### src/rtl/scb_pkg.sv
// Shared types and constants for the register-write scoreboard.
package scb_pkg;

  typedef enum logic [1:0] {
    IDLE  = 2'd0,
    RUN   = 2'd1,
    DRAIN = 2'd2,
    DONE  = 2'd3
  } scb_state_e;

  localparam int REG_ZERO = 0;
  // Wide enough for the largest legal TIMEOUT (255).
  localparam int AGE_W    = 8;

endpackage

### src/rtl/reg_write_scoreboard_if.sv
// Stimulus/result bundle of the register-write scoreboard.
// Defining SCB_LAST_ERR_EN adds the last-error capture signals.
interface reg_write_scoreboard_if #(
  parameter int DATA_W = 32,
  parameter int ADDR_W = 5,
  parameter int CNT_W  = 16,
  parameter int LVL_W  = 4
);
  logic              ExpValid;
  logic [ADDR_W-1:0] ExpAddr;
  logic [DATA_W-1:0] ExpData;
  logic              ActValid;
  logic [ADDR_W-1:0] ActAddr;
  logic [DATA_W-1:0] ActData;
  logic              Finish;
  logic              Match;
  logic              Mismatch;
  logic              Timeout;
  logic              Overflow;
  logic              Error;
  logic              Done;
  logic [CNT_W-1:0]  MatchCnt;
  logic [CNT_W-1:0]  ErrCnt;
  logic [LVL_W-1:0]  Level;
`ifdef SCB_LAST_ERR_EN
  logic [ADDR_W-1:0] ErrAddr;
  logic [DATA_W-1:0] ErrExp;
  logic [DATA_W-1:0] ErrAct;
`endif

  modport master (
    output ExpValid, ExpAddr, ExpData, ActValid, ActAddr, ActData, Finish,
`ifdef SCB_LAST_ERR_EN
    input  ErrAddr, ErrExp, ErrAct,
`endif
    input  Match, Mismatch, Timeout, Overflow, Error, Done, MatchCnt, ErrCnt, Level
  );

  modport slave (
    input  ExpValid, ExpAddr, ExpData, ActValid, ActAddr, ActData, Finish,
`ifdef SCB_LAST_ERR_EN
    output ErrAddr, ErrExp, ErrAct,
`endif
    output Match, Mismatch, Timeout, Overflow, Error, Done, MatchCnt, ErrCnt, Level
  );

endinterface

### src/rtl/scb_fifo.sv
// Synchronous FIFO with read-through head; a pop frees a slot for a same-cycle
// push when full. Pointers wrap modulo DEPTH (power of two).
module scb_fifo #(
  parameter  int W     = 8,
  parameter  int DEPTH = 8,
  localparam int PTR_W = $clog2(DEPTH),
  localparam int LVL_W = PTR_W + 1
) (
  input  logic             Clock,
  input  logic             nReset,
  input  logic             i_push,
  input  logic [W-1:0]     i_data,
  input  logic             i_pop,
  output logic             o_full,
  output logic             o_empty,
  output logic [LVL_W-1:0] o_level,
  output logic [W-1:0]     o_head
);

  logic [W-1:0]     r_mem [DEPTH];
  logic [PTR_W-1:0] r_wptr;
  logic [PTR_W-1:0] r_rptr;
  logic [LVL_W-1:0] r_level;
  logic             w_push;
  logic             w_pop;

  assign o_full  = (r_level == LVL_W'(DEPTH));
  assign o_empty = (r_level == '0);
  assign w_pop   = i_pop && !o_empty;
  assign w_push  = i_push && (!o_full || w_pop);

  always_ff @(posedge Clock) begin
    if (w_push) r_mem[r_wptr] <= i_data;
  end

  always_ff @(posedge Clock or negedge nReset) begin
    if (!nReset) begin
      r_wptr  <= '0;
      r_rptr  <= '0;
      r_level <= '0;
    end else begin
      if (w_push) r_wptr <= r_wptr + 1'b1;
      if (w_pop)  r_rptr <= r_rptr + 1'b1;
      case ({w_push, w_pop})
        2'b10:   r_level <= r_level + 1'b1;
        2'b01:   r_level <= r_level - 1'b1;
        default: r_level <= r_level;
      endcase
    end
  end

  assign o_level = r_level;
  assign o_head  = r_mem[r_rptr];

endmodule

### src/rtl/reg_write_scoreboard.sv
// In-order register-write scoreboard: queued model writes are matched against
// RTL commits with head ageing. SCB_LAST_ERR_EN adds last-error capture ports.
//
// state | meaning
// IDLE  | after reset, waiting for first activity
// RUN   | comparing commits against queued writes
// DRAIN | finish requested, emptying the queue
// DONE  | test over, inputs ignored until reset
module reg_write_scoreboard
  import scb_pkg::*;
#(
  parameter  int DATA_W  = 32,
  parameter  int ADDR_W  = 5,
  parameter  int DEPTH   = 8,
  parameter  int TIMEOUT = 16,
  parameter  int CNT_W   = 16,
  localparam int LVL_W   = $clog2(DEPTH) + 1
) (
  input logic                  Clock,
  input logic                  nReset,
  reg_write_scoreboard_if.slave bus
);

  typedef struct packed {
    logic [ADDR_W-1:0] addr;
    logic [DATA_W-1:0] data;
    logic [AGE_W-1:0]  age;
  } entry_t;

  scb_state_e       r_state, w_state_nxt;
  entry_t           w_head;
  logic [AGE_W-1:0] r_age;
  logic [LVL_W-1:0] w_level;
  logic             w_full, w_empty;
  logic             w_active, w_push_req, w_pop_req;
  logic             w_cmp, w_equal, w_unexp, w_tmo, w_rm, w_ovf, w_err_ev;
  logic             r_match, r_mismatch, r_timeout, r_overflow, r_error;
  logic [CNT_W-1:0] r_match_cnt, r_err_cnt;

  assign w_active   = (r_state != DONE);
  assign w_push_req = w_active && bus.ExpValid && (bus.ExpAddr != ADDR_W'(REG_ZERO));
  assign w_pop_req  = w_active && bus.ActValid && (bus.ActAddr != ADDR_W'(REG_ZERO));

  scb_fifo #(.W(ADDR_W + DATA_W), .DEPTH(DEPTH)) u_fifo (
    .Clock   (Clock),
    .nReset  (nReset),
    .i_push  (w_push_req),
    .i_data  ({bus.ExpAddr, bus.ExpData}),
    .i_pop   (w_rm),
    .o_full  (w_full),
    .o_empty (w_empty),
    .o_level (w_level),
    .o_head  ({w_head.addr, w_head.data})
  );
  assign w_head.age = r_age;

  // A pushed entry never satisfies a same-cycle pop on an empty queue.
  assign w_cmp    = w_pop_req && !w_empty;
  assign w_unexp  = w_pop_req && w_empty;
  assign w_equal  = (w_head.addr == bus.ActAddr) && (w_head.data == bus.ActData);
  assign w_tmo    = w_active && !w_empty && !w_pop_req && (w_head.age == AGE_W'(TIMEOUT - 1));
  assign w_rm     = w_cmp || w_tmo;
  assign w_ovf    = w_push_req && w_full && !w_rm;
  assign w_err_ev = (w_cmp && !w_equal) || w_unexp || w_tmo || w_ovf;

  always_ff @(posedge Clock or negedge nReset) begin
    if (!nReset) begin
      r_state     <= IDLE;
      r_age       <= '0;
      r_match     <= 1'b0;
      r_mismatch  <= 1'b0;
      r_timeout   <= 1'b0;
      r_overflow  <= 1'b0;
      r_error     <= 1'b0;
      r_match_cnt <= '0;
      r_err_cnt   <= '0;
    end else begin
      r_state    <= w_state_nxt;
      r_match    <= w_cmp && w_equal;
      r_mismatch <= (w_cmp && !w_equal) || w_unexp;
      r_timeout  <= w_tmo;
      r_overflow <= r_overflow || w_ovf;
      r_error    <= r_error || w_err_ev;
      if (w_rm || w_empty)   r_age <= '0;
      else if (w_active)     r_age <= r_age + 1'b1;
      if (w_cmp && w_equal && (r_match_cnt != '1)) r_match_cnt <= r_match_cnt + 1'b1;
      if (w_err_ev && (r_err_cnt != '1))           r_err_cnt   <= r_err_cnt + 1'b1;
    end
  end

  always_comb begin
    w_state_nxt = r_state;
    case (r_state)
      IDLE: begin
        if (bus.Finish)                        w_state_nxt = DONE;
        else if (bus.ExpValid || bus.ActValid) w_state_nxt = RUN;
      end
      RUN:     if (bus.Finish)     w_state_nxt = DRAIN;
      DRAIN:   if (w_level == '0)  w_state_nxt = DONE;
      DONE:    w_state_nxt = DONE;
      default: w_state_nxt = IDLE;
    endcase
  end

  assign bus.Match    = r_match;
  assign bus.Mismatch = r_mismatch;
  assign bus.Timeout  = r_timeout;
  assign bus.Overflow = r_overflow;
  assign bus.Error    = r_error;
  assign bus.Done     = (r_state == DONE);
  assign bus.MatchCnt = r_match_cnt;
  assign bus.ErrCnt   = r_err_cnt;
  assign bus.Level    = w_level;

`ifdef SCB_LAST_ERR_EN
  logic [ADDR_W-1:0] r_err_addr;
  logic [DATA_W-1:0] r_err_exp;
  logic [DATA_W-1:0] r_err_act;

  // An unexpected commit has no head, so only the commit side is recorded.
  always_ff @(posedge Clock or negedge nReset) begin
    if (!nReset) begin
      r_err_addr <= '0;
      r_err_exp  <= '0;
      r_err_act  <= '0;
    end else if (w_cmp && !w_equal) begin
      r_err_addr <= w_head.addr;
      r_err_exp  <= w_head.data;
      r_err_act  <= bus.ActData;
    end else if (w_tmo) begin
      r_err_addr <= w_head.addr;
      r_err_exp  <= w_head.data;
      r_err_act  <= '0;
    end else if (w_unexp) begin
      r_err_addr <= bus.ActAddr;
      r_err_exp  <= '0;
      r_err_act  <= bus.ActData;
    end
  end

  assign bus.ErrAddr = r_err_addr;
  assign bus.ErrExp  = r_err_exp;
  assign bus.ErrAct  = r_err_act;
`endif

endmodule

### src/flat_wrapper.sv
// flat-port wrapper written by rule: the top's interface ports become plain ports
module reg_write_scoreboard_flat import scb_pkg::*;
#(
  parameter  int DATA_W  = 32,
  parameter  int ADDR_W  = 5,
  parameter  int DEPTH   = 8,
  parameter  int TIMEOUT = 16,
  parameter  int CNT_W   = 16,
  localparam int LVL_W   = $clog2(DEPTH) + 1
)
  (Clock, nReset, bus_ExpValid, bus_ExpAddr, bus_ExpData, bus_ActValid, bus_ActAddr, bus_ActData, bus_Finish, bus_Match, bus_Mismatch, bus_Timeout, bus_Overflow, bus_Error, bus_Done, bus_MatchCnt, bus_ErrCnt, bus_Level);
  reg_write_scoreboard_if #(.DATA_W(DATA_W), .ADDR_W(ADDR_W), .CNT_W(CNT_W), .LVL_W((4))) bus_i ();
  input logic Clock;
  input logic nReset;
  input wire logic [$bits(bus_i.ExpValid)-1:0] bus_ExpValid;
  input wire logic [$bits(bus_i.ExpAddr)-1:0] bus_ExpAddr;
  input wire logic [$bits(bus_i.ExpData)-1:0] bus_ExpData;
  input wire logic [$bits(bus_i.ActValid)-1:0] bus_ActValid;
  input wire logic [$bits(bus_i.ActAddr)-1:0] bus_ActAddr;
  input wire logic [$bits(bus_i.ActData)-1:0] bus_ActData;
  input wire logic [$bits(bus_i.Finish)-1:0] bus_Finish;
  output wire logic [$bits(bus_i.Match)-1:0] bus_Match;
  output wire logic [$bits(bus_i.Mismatch)-1:0] bus_Mismatch;
  output wire logic [$bits(bus_i.Timeout)-1:0] bus_Timeout;
  output wire logic [$bits(bus_i.Overflow)-1:0] bus_Overflow;
  output wire logic [$bits(bus_i.Error)-1:0] bus_Error;
  output wire logic [$bits(bus_i.Done)-1:0] bus_Done;
  output wire logic [$bits(bus_i.MatchCnt)-1:0] bus_MatchCnt;
  output wire logic [$bits(bus_i.ErrCnt)-1:0] bus_ErrCnt;
  output wire logic [$bits(bus_i.Level)-1:0] bus_Level;
  assign bus_i.ExpValid = bus_ExpValid;
  assign bus_i.ExpAddr = bus_ExpAddr;
  assign bus_i.ExpData = bus_ExpData;
  assign bus_i.ActValid = bus_ActValid;
  assign bus_i.ActAddr = bus_ActAddr;
  assign bus_i.ActData = bus_ActData;
  assign bus_i.Finish = bus_Finish;
  assign bus_Match = bus_i.Match;
  assign bus_Mismatch = bus_i.Mismatch;
  assign bus_Timeout = bus_i.Timeout;
  assign bus_Overflow = bus_i.Overflow;
  assign bus_Error = bus_i.Error;
  assign bus_Done = bus_i.Done;
  assign bus_MatchCnt = bus_i.MatchCnt;
  assign bus_ErrCnt = bus_i.ErrCnt;
  assign bus_Level = bus_i.Level;
  reg_write_scoreboard #(.DATA_W(DATA_W), .ADDR_W(ADDR_W), .DEPTH(DEPTH), .TIMEOUT(TIMEOUT), .CNT_W(CNT_W)) u_core (.Clock(Clock), .nReset(nReset), .bus(bus_i));
endmodule
### config.mk
export PLATFORM = sky130hd
export DESIGN_NAME = reg_write_scoreboard_flat
export DESIGN_NICKNAME = d
export VERILOG_FILES = /design/src/rtl/scb_pkg.sv /design/src/rtl/reg_write_scoreboard_if.sv /design/src/rtl/scb_fifo.sv /design/src/rtl/reg_write_scoreboard.sv /design/src/flat_wrapper.sv
export SDC_FILE = /design/constraint.sdc
export NUM_CORES = 1
export LEC_CHECK = 0
export CAP_MARGIN = 20
export CORE_MARGIN = 4
export CORE_UTILIZATION = 52
export DETAILED_ROUTE_END_ITERATION = 6
export PLACE_DENSITY = 0.76
export SYNTH_ARGS = -nofsm -noshare
export SYNTH_HDL_FRONTEND = slang
export SYNTH_HIERARCHICAL = 1
export SYNTH_SLANG_ARGS = --single-unit
### constraint.sdc
create_clock -name Clock -period 4.49 [get_ports Clock]
set_input_delay 0.898 -clock Clock [delete_from_list [all_inputs] [get_ports Clock]]
set_output_delay 0.898 -clock Clock [all_outputs]
set_load 0.05 [all_outputs]
Figure 1. The metal 1 layer (run 1).
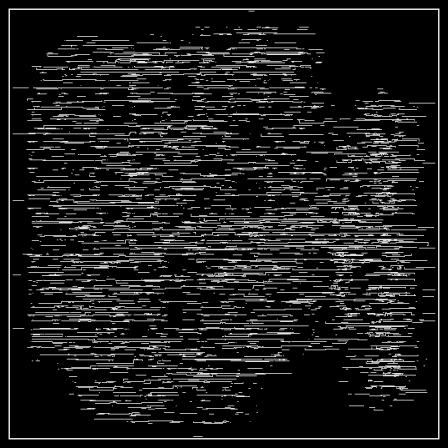
longest straight run: 51.5 microns
share of all routed wire: 41%
main direction: horizontal
nets with wire on the layer: 906
wire length on this layer: 12,200 microns

Figure 2. M2 wires (run 1).
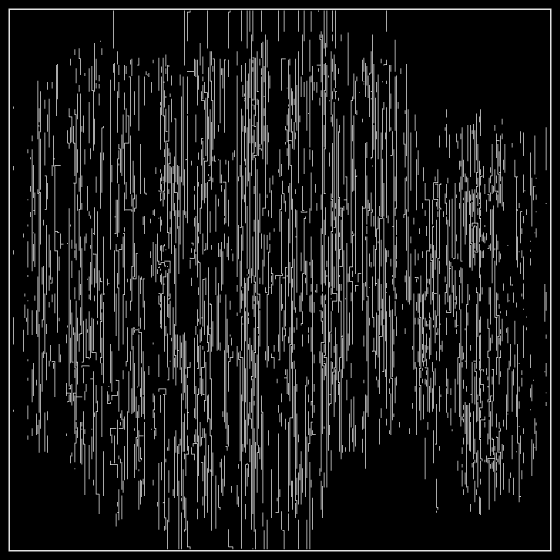
main direction: vertical
share of all routed wire: 49%
longest straight run: 69.0 microns

==> summary.txt, run 1 <==
fresh numbers from the pnr run: Leading cell kind sequential cells, dominant register cell edfxtp_1, Worst setup SP type flip-flop, FILL cells 1,831, achievable frequency 0.255 GHz, first-pass GRT wire length 45,600 microns, Distinct lib cells used 51, Clock group 2.95 mW, clock power share 0.310, Leak Pwr 5.95 nW, largest net degree at the start of global routing 42, P_sw 2.75 mW, Overflow after GRT 0, worst-path cell chain buf_12 -> mux4_2 -> mux2_2 -> xor2_1 -> nor4_1 -> nand4_1 -> or3_1 -> nor2_1 -> buf_4 -> mux2_2, number of tapcells 372, CTS resizes 0, CP delay by family, top simple AND/OR/NAND/NOR gates, crit path DAT 4310 ps, post-synthesis instance total 745, Post-Route WL 29,400 microns, Worst Tran Pin Value 694 ps, core area 27,100 sq um, metal2 WL 14,400 microns, share of cells above drive strength 1 0.241, Final min period 3920 ps, Initial Utilization 0.531, final number of setup-violating endpoints 0, mux share 0.152, post-layout util 0.646, Hold-fix buffers, CTS 0, Yosys Chip Area 14,400 sq um, top power group sequential cells, Post-CTS Setup Inserts 0, Ys Warns 6, fin area 17,500 sq um, Nets 995, cell mode on critical path mux2_2, Setup crit start u_core/u_fifo/r_rptr[0], R2R Setup Slk 570 ps, sequential cells 353, Clock Sinks 353, Repair and plain buffers 149, Place WS 173 ps, largest register by flop count u_core/u_fifo/r_mem, endpoints failing hold 0, Design Power 9.52 mW, FF/Latch Area 10,300 sq um, gr busiest metal met2, status finished clean, drt pass-1 iters 4, GPL Wtd Cong 0.805, most frequent logic cell in the layout edfxtp_1, Area leader share 0.617, internal power 6.77 mW, layout clock buffer count 48, FFs w/ async S/R, synth 0.161, Seq share, synth 0.716, critical-path maximum fanout 31
Figure 3. The metal 3 layer (run 1).
Scale bar: 50 microns. Cells faint in the background.
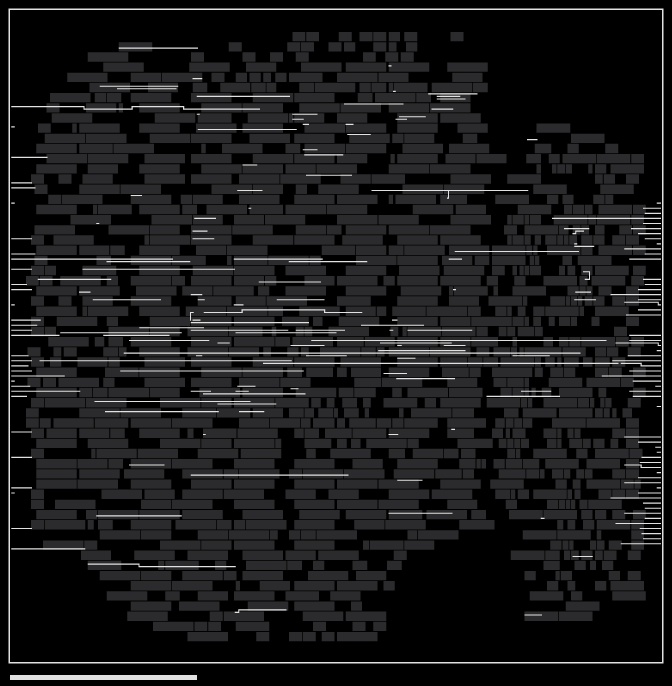
nets with wire on the layer: 153
share of all routed wire: 7.9%
wire length on this layer: 2,330 microns

Figure 4. Routing congestion (run 1).
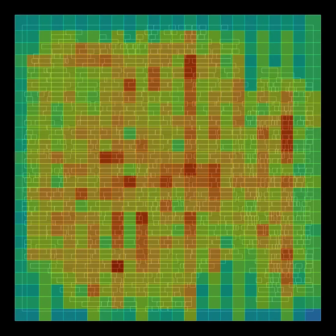

==> inputs of run 2 (changes only) <==
- PLACE_DENSITY: 0.76 -> 0.79
Figure 5. Routing congestion (run 2).
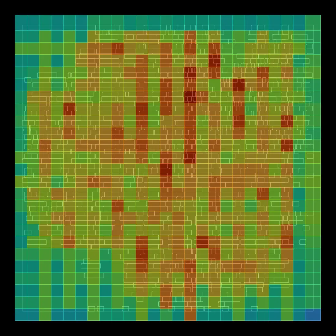
DR WL/cell: 22.9 microns
grt met3 use: 0.0283

==> run 2 against run 1 <==
- fmax decreased by 0.35%
- register-to-register slack gained 80 ps
- flip-flop count unchanged
- synthesized cell count stayed put
- clock skew grew 3.0 ps
- critical endpoint is now u_core/u_fifo/o_level[3]
- first-iteration DRC count grew 43%
- final cell count unchanged
- sequential share of layout area grew 0.20 points
==> summary.txt, run 2 <==
fresh numbers from the pnr run: final number of setup-violating endpoints 0 (unchanged), Clock Sinks 353 (unchanged), FF/Latch Area 10,300 sq um (unchanged), clock power share 0.301 (-0.009), worst-path cell chain clkdlybuf4s50_1 -> or4_4 -> o211a_4 -> nor3_1 -> or2_2 -> o21ai_2 -> or2_2 -> inv_1 -> ha_1 -> or2_2 -> nand3_1 -> mux2_2 -> nand3b_1, achievable frequency 0.254 GHz (-0.35%), final cell count without fillers 1,308, initial antenna violation count 0, share of cells above drive strength 1 0.243 (+0.00107), R2R Setup Slk 650 ps (+80 ps), Repair and plain buffers 151 (+1.3%), Non-clk invs 10, Place WS 80.1 ps (-92.9 ps), drt pass-1 iters 5 (+1), gr busiest metal met2, cell mode on critical path or2_2, largest register by flop count u_core/u_fifo/r_mem, post-synthesis instance total 745 (unchanged), sequential cells 353 (unchanged), most frequent logic cell in the layout edfxtp_1, Vias 7,571, Nets 996 (+0.10%), endpoints failing hold 0 (unchanged), clock-cell share of area 0.0641, critical-path maximum fanout 8 (-74%), Distinct lib cells used 51 (unchanged), post-layout util 0.644 (-0.00222), CP delay by family, top simple AND/OR/NAND/NOR gates, Final min period 3940 ps (+13.6 ps), internal power 6.66 mW (-1.7%), Area leader share 0.617 (unchanged), Yosys Chip Area 14,400 sq um (unchanged), Comb/total area 0.226, Hold-fix buffers, CTS 0 (unchanged), Clock group 2.82 mW (-4%), Overflow after GRT 0 (unchanged), GPL Wtd Cong 0.778 (-3.3%), DR DRC count 0, mux share 0.152 (unchanged), Cell area leaders edfxtp_1 62%, mux4_2 12%, dfrtp_1 9.9%, Leak Pwr 5.92 nW (-0.51%), Post-CTS Setup Inserts 0 (unchanged), largest net degree at the start of global routing 45 (+7.1%), maximum vdd drop 0.323 mV, core area 27,100 sq um (unchanged), yosys simple share 0.0486, number of tapcells 372 (unchanged), CTS resizes 0 (unchanged), fin area 17,500 sq um (-0.34%), Worst Tran Pin Value 613 ps (-80.9 ps), first-pass GRT wire length 46,700 microns (+2.4%), crit path DAT 4370 ps (+60 ps), FILL cells 1,818 (-0.71%), Initial Utilization 0.531 (unchanged), CP peak stage delay 580 ps, top power group sequential cells, dominant register cell edfxtp_1, layout clock buffer count 44 (-8.3%), final cycle utilization of the critical path 0.877, Ys Warns 6 (unchanged), Registers, synthesis 353, status finished clean, FFs w/ async S/R, synth 0.161 (unchanged), metal2 WL 15,200 microns (+5.1%), number of flip-flops in the largest register 296, Critical Path Sink Type flip-flop, Post-Route WL 30,000 microns (+2.0%), worst reg2reg path endpoint u_core/bus.ErrCnt[4], Setup crit start bus_ActAddr[1], Leading cell kind sequential cells, P_sw 2.71 mW (-1.5%), Worst setup SP type input port, Seq share, synth 0.716 (unchanged), Design Power 9.37 mW (-1.6%)
Figure 6. The metal 1 layer (run 2).
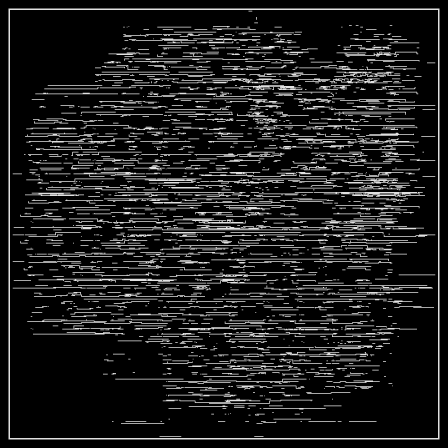

==> inputs of run 3 (changes only) <==
- CORE_UTILIZATION: 52 -> 68
- DONT_BUFFER_PORTS: default -> 1
- PLACE_DENSITY: 0.79 -> 0.87
- clock period: 4.49 -> 4.6 ns (I/O delays scaled with it)
Figure 7. The metal 1 layer (run 3).
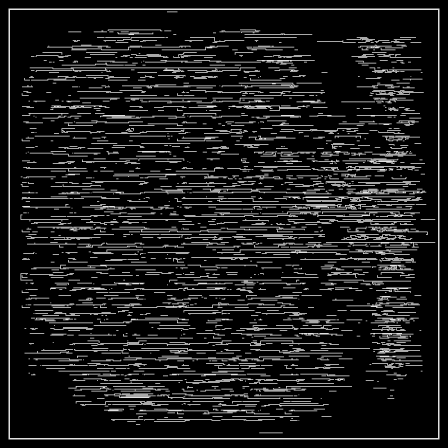
nets with wire on the layer: 828
wire length on this layer: 10,800 microns
longest straight run: 60.3 microns
main direction: horizontal
share of all routed wire: 36%

==> run 3 against run 2 <==
- area after synthesis stayed put
- routed wire length is 1.0% higher
- worst setup slack worse by 74 ps
- hold slack worse by 300 ps
- core utilization is 13 points higher
- final cell count is 18% lower
- die size is 23% lower
- first-iteration DRC count is 20% lower
- sequential share of layout area is 5.4 points higher
- sequential power is 1% higher
- critical endpoint is now u_core/bus.MatchCnt[3]
- highest routed layer unchanged
==> summary.txt, run 3 <==
fresh numbers from the pnr run: status finished clean, Nets 863 (-13%), mux share 0.152 (unchanged), most frequent logic cell in the layout edfxtp_1, R2R Setup Slk 480 ps (-170 ps), Worst setup SP type flip-flop, CTS tree done, clock power share 0.307 (+0.006), Comb/total area 0.247 (+0.0208), maximum vdd drop 0.365 mV (+13%), FF/Latch Area 10,300 sq um (unchanged), H-Tree Level Count 2, Leak Pwr 5.39 nW (-9.1%), Hold-fix buffers, CTS 0 (unchanged), Area leader share 0.617 (unchanged), Worst Tran Pin Value 747 ps (+133 ps), post-layout util 0.777 (+0.133), CP peak stage delay 600 ps (+20 ps), clock-cell share of area 0.0687 (+0.00465), largest net degree at the start of global routing 58 (+29%), largest register by flop count u_core/u_fifo/r_mem, Non-clk invs 10 (unchanged), fin area 16,000 sq um (-8.4%), Clock group 2.76 mW (-2%), Place WS 568 ps (+488 ps), DR DRC count 0 (unchanged), Seq share, synth 0.716 (unchanged), first-pass GRT wire length 46,700 microns (about the same), chip area 23,600 sq um, Leading cell kind sequential cells, comb pwr 2.29 mW, number of tapcells 270 (-27%), Initial Utilization 0.700 (+0.169), core area 20,600 sq um (-24%), Setup crit start u_core/u_fifo/r_rptr[0], worst reg2reg path endpoint u_core/bus.MatchCnt[3], sequential power share 0.439, P_sw 2.62 mW (-3.3%), drt pass-1 iters 5 (unchanged), post-synthesis instance total 745 (unchanged), cell mode on critical path xor2_1, endpoints failing hold 0 (unchanged), crit path DAT 4530 ps (+160 ps), final cycle utilization of the critical path 0.896, Ys Warns 6 (unchanged), Vias 7,204 (-4.8%), Cell area leaders edfxtp_1 62%, mux4_2 12%, dfrtp_1 9.9%, GPL Wtd Cong 0.878 (+13%), internal power 6.37 mW (-4.4%), sequential cells 353 (unchanged), Post-Route WL 30,300 microns (+1.0%), gr busiest metal met2, top power group sequential cells, number of flip-flops in the largest register 296 (unchanged), final number of setup-violating endpoints 0 (unchanged), WS Path Type reg2reg, R2R Path Start u_core/u_fifo/r_rptr[0], grt met3 use 0.0812 (+0.0530), share of cells above drive strength 1 0.261 (+0.0187), Final min period 4120 ps, final cell count without fillers 1,070 (-18%), initial antenna violation count 0 (unchanged), Critical Path Sink Type flip-flop, Design Power 8.99 mW (-4.1%), layout clock buffer count 46 (+4.5%), Post-CTS Setup Inserts 0 (unchanged), Registers, synthesis 353 (unchanged), Vias/cell 6.73, CP delay by family, top simple AND/OR/NAND/NOR gates, FILL cells 972 (-47%), yosys simple share 0.0486 (unchanged), Overflow after GRT 0 (unchanged), Clock Sinks 353 (unchanged), critical-path maximum fanout 43 (+35), CTS resizes 0 (unchanged), FFs w/ async S/R, synth 0.161 (unchanged), achievable frequency 0.243 GHz, metal2 WL 15,300 microns (+0.57%), dominant register cell edfxtp_1, Repair and plain buffers 19 (-87%), tool warning count 27, Distinct lib cells used 51 (unchanged), DR WL/cell 28.3 microns (+23%)
Power and IR drop assume default switching activity.
